File: src/rtl/fifo_pkg.sv
// Shared types and helpers for the programmable FWFT FIFO family.
package fifo_pkg;

   function automatic int unsigned depth_of(input int unsigned awidth);
      return 32'd1 << awidth;
   endfunction

   typedef struct packed {
      logic full;
      logic empty;
      logic almost_full;
      logic almost_empty;
   } fifo_status_t;

endpackage

File: src/rtl/fwft_fifo_ptr_cnt.sv
// Pointer, occupancy and error-flag control for the FWFT FIFO.
// The head word lives in the output register, so memory holds count-1 entries.
module fwft_fifo_ptr_cnt
   import fifo_pkg::*;
#(
   parameter int unsigned AWIDTH = 4
) (
   input  logic              clk,
   input  logic              rst,
   input  logic              write,
   input  logic              read,
   input  logic              clear_err,
   output logic              writing,
   output logic              reading,
   output logic              bypass,
   output logic [AWIDTH-1:0] wr_ptr,
   output logic [AWIDTH-1:0] rd_ptr,
   output logic [AWIDTH:0]   count,
   output logic              full,
   output logic              empty,
   output logic              overflow,
   output logic              underflow
);

   localparam int unsigned DEPTH = depth_of(AWIDTH);
   localparam int unsigned CW    = AWIDTH + 1;

   typedef logic [AWIDTH:0] cnt_t;

   cnt_t count_nxt;
   logic mem_wr;
   logic mem_rd;

   // Accept decisions and head routing: a word that would become the head
   // skips the memory and goes straight into the output register.
   always_comb begin
      writing   = write & (~full | read);
      reading   = read & ~empty;
      bypass    = writing & (empty | (reading & (count == CW'(1))));
      mem_wr    = writing & ~bypass;
      mem_rd    = reading & (count > CW'(1));
      count_nxt = count;
      if (writing & ~reading) begin
         count_nxt = count + CW'(1);
      end else if (reading & ~writing) begin
         count_nxt = count - CW'(1);
      end
   end

   always_ff @(posedge clk or posedge rst) begin
      if (rst) begin
         wr_ptr    <= '0;
         rd_ptr    <= '0;
         count     <= '0;
         full      <= 1'b0;
         empty     <= 1'b1;
         overflow  <= 1'b0;
         underflow <= 1'b0;
      end else begin
         if (mem_wr) begin
            wr_ptr <= wr_ptr + AWIDTH'(1);
         end
         if (mem_rd) begin
            rd_ptr <= rd_ptr + AWIDTH'(1);
         end
         count     <= count_nxt;
         full      <= (count_nxt == CW'(DEPTH));
         empty     <= (count_nxt == '0);
         // A fresh error outranks a concurrent clear.
         overflow  <= (write & full & ~read) | (overflow & ~clear_err);
         underflow <= (read & empty) | (underflow & ~clear_err);
      end
   end

endmodule

File: src/rtl/fwft_fifo_prog.sv
// First-word-fall-through FIFO with occupancy count, programmable
// almost-full/almost-empty thresholds and sticky overflow/underflow flags.
module fwft_fifo_prog
   import fifo_pkg::*;
#(
   parameter int unsigned AWIDTH = 4,
   parameter int unsigned DWIDTH = 8
) (
   input  logic              clk,
   input  logic              rst,
   input  logic              write,
   input  logic              read,
   input  logic [DWIDTH-1:0] data_in,
   output logic [DWIDTH-1:0] data_out,
   output logic              full,
   output logic              empty,
   output logic              almost_full,
   output logic              almost_empty,
   output logic [AWIDTH:0]   count,
   input  logic [AWIDTH:0]   af_thresh,
   input  logic [AWIDTH:0]   ae_thresh,
   output logic              overflow,
   output logic              underflow,
   input  logic              clear_err
);

   localparam int unsigned DEPTH = depth_of(AWIDTH);
   localparam int unsigned CW    = AWIDTH + 1;

   logic              writing;
   logic              reading;
   logic              bypass;
   logic [AWIDTH-1:0] wr_ptr;
   logic [AWIDTH-1:0] rd_ptr;
   logic              full_r;
   logic              empty_r;
   logic [DWIDTH-1:0] mem [DEPTH];
   fifo_status_t      status;

   fwft_fifo_ptr_cnt #(
      .AWIDTH (AWIDTH)
   ) u_ptr_cnt (
      .clk       (clk),
      .rst       (rst),
      .write     (write),
      .read      (read),
      .clear_err (clear_err),
      .writing   (writing),
      .reading   (reading),
      .bypass    (bypass),
      .wr_ptr    (wr_ptr),
      .rd_ptr    (rd_ptr),
      .count     (count),
      .full      (full_r),
      .empty     (empty_r),
      .overflow  (overflow),
      .underflow (underflow)
   );

   // Entries queued behind the head.
   always_ff @(posedge clk) begin
      if (writing & ~bypass) begin
         mem[wr_ptr] <= data_in;
      end
   end

   // Head register: bypassed input, else next stored word on a pop;
   // holds its value when the last word leaves.
   always_ff @(posedge clk or posedge rst) begin
      if (rst) begin
         data_out <= '0;
      end else if (bypass) begin
         data_out <= data_in;
      end else if (reading & (count > CW'(1))) begin
         data_out <= mem[rd_ptr];
      end
   end

   always_comb begin
      status.full         = full_r;
      status.empty        = empty_r;
      status.almost_full  = (count >= af_thresh);
      status.almost_empty = (count <= ae_thresh);
   end

   assign full         = status.full;
   assign empty        = status.empty;
   assign almost_full  = status.almost_full;
   assign almost_empty = status.almost_empty;

endmodule

File: config.mk
export PLATFORM = sky130hd
export DESIGN_NAME = fwft_fifo_prog
export DESIGN_NICKNAME = d
export VERILOG_FILES = /design/src/rtl/fifo_pkg.sv /design/src/rtl/fwft_fifo_ptr_cnt.sv /design/src/rtl/fwft_fifo_prog.sv
export SDC_FILE = /design/constraint.sdc
export NUM_CORES = 1
export LEC_CHECK = 0
export CAP_MARGIN = 20
export CORE_MARGIN = 10
export CORE_UTILIZATION = 50
export CTS_CLUSTER_DIAMETER = 50
export DETAILED_ROUTE_END_ITERATION = 7
export PLACE_DENSITY = 0.77
export SYNTH_ARGS = -nofsm -noshare
export SYNTH_HDL_FRONTEND = slang
export SYNTH_HIERARCHICAL = 1
export SYNTH_SLANG_ARGS = --single-unit
File: constraint.sdc
create_clock -name clk -period 2.35 [get_ports clk]
set_input_delay 0.235 -clock clk [delete_from_list [all_inputs] [get_ports clk]]
set_output_delay 0.235 -clock clk [all_outputs]
set_load 0.1 [all_outputs]
### Supply network

The bar under the picture is 50 µm long. Pins as bars on the die edge.
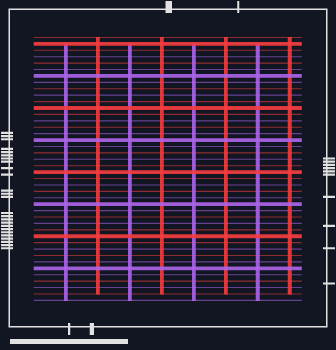
| colour | net |
|---|---|
| purple | VSS |
| red | VDD |
met4 straps: 8
rows: 41
met5 straps: 8
total core area: 0.0127 mm²
vertical die dimension: 134 µm
largest vdd supply drop: 1.45 mV

### Cells coloured by class

Fill, decap, tap and diode cells in grey.
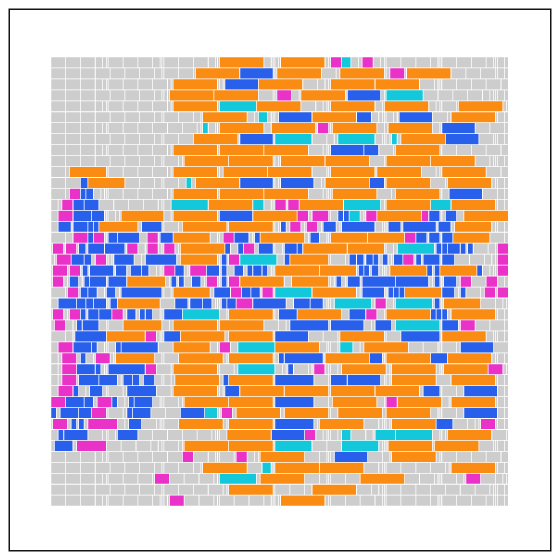
| colour | class | cells | share of their area |
|---|---|---|---|
| blue | combinational and other logic | 210 | 27% |
| magenta | other buffers and delay cells | 82 | 8.9% |
| cyan | clock drivers and dummy loads | 32 | 7.3% |
| orange | flops | 153 | 57% |
design area: 0.00810 mm²
Seq/total area: 55.3%

### Clock network drawn from the DEF

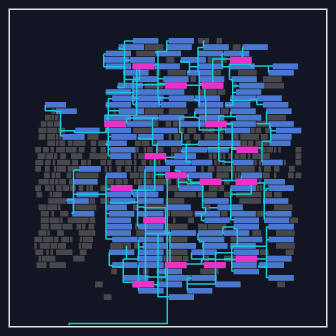
[cyan] clock wires | length: 1540 µm
[magenta] clock drivers | count: 17
[blue] flip-flops | count: 153
routed clock nets: 18
Setup Skew: 0.0137 ns
relative contribution of the clock network to total power: 24.2%
power of the clock network: 2.60 mW
Clk Latency, worst-skew pair: 0.42 ns

### Routed metal, one colour a layer

The bar under the picture is 50 µm long. Only two layers are drawn.
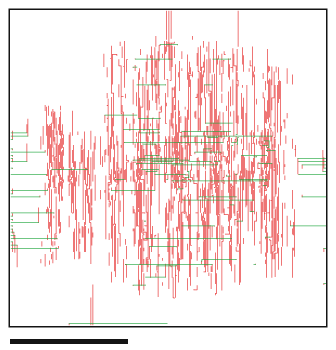
| colour | layer | wire length |
|---|---|---|
| green | metal 3 | 960 µm |
| red | metal 2 | 7170 µm |
aggregate routed wire length: 14500 µm
average detailed-routed wire length per instance: 22.3 µm
total routing usage reported by global routing: 16.9%
number of vias in the routed layout: 3729

### The clock network

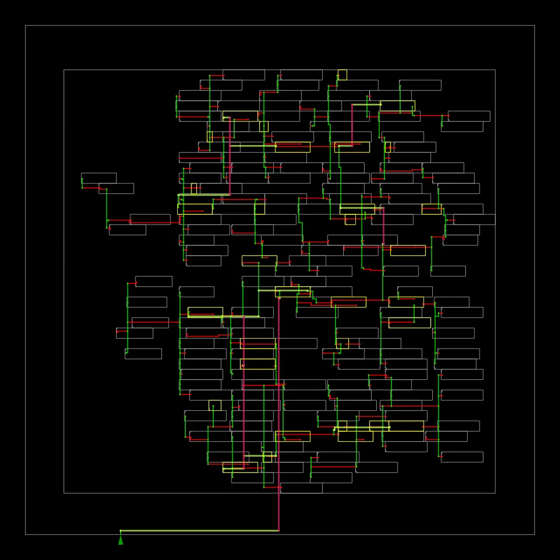
total number of sequential cells: 153
number of buffers created by CTS: 17
clk sinks: 153
total of clock buffers placed in the layout: 23

==> notes.md <==
Notes on the flow run.

- The pin count of the biggest net entering global routing is 21, for reference.
- The synthesized area is between 0.006 and 0.007 mm², for reference.
- The critical path capture point is mem[0][3], for reference.
- met2 track demand over resource after global routing is about 27%.
- The net count of the finished layout is between 500 and 600.
- In the CTS report, the clock slew at the register clock pins of the worst setup and hold paths is listed as 0.06 ns.
- The register name with the most flops is mem, for reference.
- The topmost layer with routed signal wires is met4, for reference.
- The worst setup path is captured at a flop.
- The number of design-rule violations left by the first detailed-router iteration is 386, for reference.
- The first-pass detailed-route iteration total is 5, for reference.
- The area reported by Yosys stat is 0.00650 mm², for reference.
- In this run the worst path has a maximum fanout of 8.
- The average instance area after synthesis is ~17 µm², for reference.
- CTS built an H-tree with a depth of 4.
- Sorting the synthesized cells by how often they occur yields sky130_fd_sc_hd__edfxtp_1 (128), sky130_fd_sc_hd__nand2_1 (28), sky130_fd_sc_hd__mux4_2 (26), sky130_fd_sc_hd__dfrtp_1 (24), sky130_fd_sc_hd__nor2_1 (21).
- The report puts the hold buffer count at CTS at 0.
- The met3 routing resource usage after global routing is about 4.4%, for reference.
- The detail route stage leaves a number of antenna-violating nets equal to 0.
- Counting cells, the worst reg-to-reg path comes to 9.
- The area of the chip is 0.0180 mm², for reference.
- The net count after synthesis is a little over 400.
- The largest registers in the layout are mem (128), data_out (8), u_ptr_cnt/count (5).
- The remaining max-slew budget at the tightest pin is between 40% and 50%, for reference.
- The power report puts the leakage power at 2.91 nW.
- The flip-flop count of the largest register after layout is ~130, for reference.
- The count of cell types in the netlist is 52, for reference.
- The required time of the critical path is roughly 2.5 ns, for reference.
- For reference, the top cells by area after synthesis are sky130_fd_sc_hd__edfxtp_1 (59%), sky130_fd_sc_hd__dfrtp_1 (9.2%), sky130_fd_sc_hd__mux4_2 (9.0%).
- The most critical min-delay path falls under in2async.
- The TritonCTS clock tree is done, for reference.
- The cell sitting at the root of the clock tree is a sky130_fd_sc_hd__clkbuf_16.
- The global-route wire length before repair is between 20000 and 25000 µm, for reference.
- The met1 track utilization from global routing is 21.6%, for reference.
- The post-synthesis to final-layout area growth is 24.6%, for reference.
- The number of antenna violations at the first check in global routing is 0, for reference.
- The worst register-to-register path ends at mem[0][3].
- The via count of the first global-routing pass is roughly 4000, for reference.
- The cell taking the most area after synthesis is sky130_fd_sc_hd__edfxtp_1, for reference.
- By instance count after routing, the leading logic cell types are sky130_fd_sc_hd__edfxtp_1 (128), sky130_fd_sc_hd__buf_4 (54), sky130_fd_sc_hd__nand2_1 (28).
- The number of maximum-capacitance constraint violations is 0, for reference.
- The routed length on met1 is slightly above 6000 µm, for reference.
- The routed via count divided by cell count is between 5 and 6, for reference.
- The share of synthesized area in the top cell type comes to about three fifths.
- The finished layout holds ~650 standard cells, fillers aside.
- The number of placed instances, taps included is approximately 610, for reference.
- Sorting the synthesis cell report by count puts at the top sky130_fd_sc_hd__edfxtp_1.
- The cell count after synthesis is 376, for reference.
- The warning count from the yosys run is 6, for reference.
- The portion of the post-synthesis area used by sequential elements is between 60 and 70%, for reference.
- STA classifies the critical path startpoint as a flop.
- The number of buffers added on ports is ~41, for reference.
- The critical path start-end classification is reg2reg, for reference.
- Yosys reported that registers with async set or reset make up about 16%.
- The shortest period the worst path allows is around 2.3 ns, for reference.
- Based on the critical path, the design can be clocked at up to approximately 0.44 GHz.
- The DRC violations left is 0, for reference.
- 42 I/O pins were placed.
- Per the detail_route log, met3 wirelength is ~960 µm.
- The final weighted congestion recorded by global placement is a little under 0.9.
- In the final layout, the share of cells above drive strength 1 is about 35%.
- The HPWL after detailed placement is roughly 9700 µm.
- Row generation in the floorplan step produced between 40 and 50 rows.
- After routing, the total negative slack on setup checks comes to 0 ns.
- The run finished with clean final reports.
- The OpenROAD warning count is 29, for reference.
- In this run, synthesis inferred approximately 130 flip-flops with an integrated enable.
- The data arrival time of the worst path is 2.42 ns, for reference.
- The global-route layer with the greatest usage is met2, for reference.
- The core utilization of the finished layout is a little under two thirds, for reference.
- The number of antenna diodes in the final layout is 0.
- The maximum buffer depth of the clock tree is 2, for reference.
- The most critical setup path has its startpoint at u_ptr_cnt/count[1].
- Per the synth stats, the flop cell with the highest instance count is sky130_fd_sc_hd__edfxtp_1.
- The total overflow left after global routing is 0.
- The chip width is approximately 130 µm, for reference.
- Yosys reported a register bit count of ~150.
- The part of the cycle the worst path needs is between 90% and 100%, for reference.
- Endpoints with negative setup slack in the final report add up to 0.
- In this run the critical register-to-register path is launched from u_ptr_cnt/count[1].
- The measured slew at the worst slew-check pin is roughly 0.80 ns, for reference.
- The length of routed met2 wiring is between 7000 and 8000 µm, for reference.
- The cell count in the Yosys report is around 380, for reference.
- The power per cell area is ~1300 mW/mm², for reference.
- The register-to-register setup slack is around 0.054 ns, for reference.
- The count of buffers added by post-CTS timing repair for setup is 2, for reference.
- The commonest non-fill, non-tap cell in the layout is sky130_fd_sc_hd__edfxtp_1, for reference.
- The count of final max-slew check failures is 0, for reference.
- The number of hold-slack violations in the final timing report is 0, for reference.
- Once the floorplan was initialized, standard cells occupied around half of the core.
- The post-cts sizing count is 4, for reference.
==> area by class of cell <==
cell class | count | area, µm²
multi-input combinational | 192 | 2050
clock buffer | 23 | 489
sequential | 153 | 4480
timing repair buffer | 82 | 704
clock inverter | 9 | 87.6
inverter | 18 | 72.6
tap | 172 | 215
fill | 897 | 4570
==> critical path: stages (launching register included) <==
cell and delay, ns:
sky130_fd_sc_hd__dfrtp_4 0.44, sky130_fd_sc_hd__buf_4 0.13, sky130_fd_sc_hd__inv_4 0.04, sky130_fd_sc_hd__ha_2 0.19
sky130_fd_sc_hd__a31oi_4 0.17, sky130_fd_sc_hd__nor2b_4 0.08, sky130_fd_sc_hd__nand2b_1 0.16, sky130_fd_sc_hd__or3_4 0.39
sky130_fd_sc_hd__nor3_4 0.22, sky130_fd_sc_hd__buf_6 0.18
==> kinds of logic (layout without fill, tap and decap cells) <==
kind of cell / Yosys count / count (layout) / synth area share, %
flops: 153 / 153 / 68.7
compound gates: 35 / 35 / 4.02
buf+inv: 31 / 132 / 2.27
simple gates: 84 / 84 / 6.58
xor+xnor: 11 / 11 / 1.60
fa+ha+maj: 15 / 15 / 2.89
mux: 47 / 47 / 13.9
==> stage by stage <==
| step | instance area, µm² | hold slack [ns] | power (mW) | worst slack [ns] |
|---|---|---|---|---|
| after floorplan | 6590 | 0.0507 | 6.81 | -0.0991 |
| after global routing | 8100 | 0.239 | 11.2 | -0.0130 |
| after detailed placement | 7400 | 0.542 | 8.00 | -0.0524 |
| final | 8100 | 0.215 | 10.7 | 0.0544 |
| after global placement | 7400 | 0.526 | 7.89 | 0.0208 |
| after CTS | 8010 | 0.205 | 10.7 | 0.00232 |
==> power breakdown <==
group / switching [mW] / internal, mW
sequential: 0.434 / 3.41
clock: 1.02 / 1.58
combinational: 2.60 / 1.69
total: 4.05 / 6.68
Power figures rest on the tool's default switching activity, not on a simulated workload.
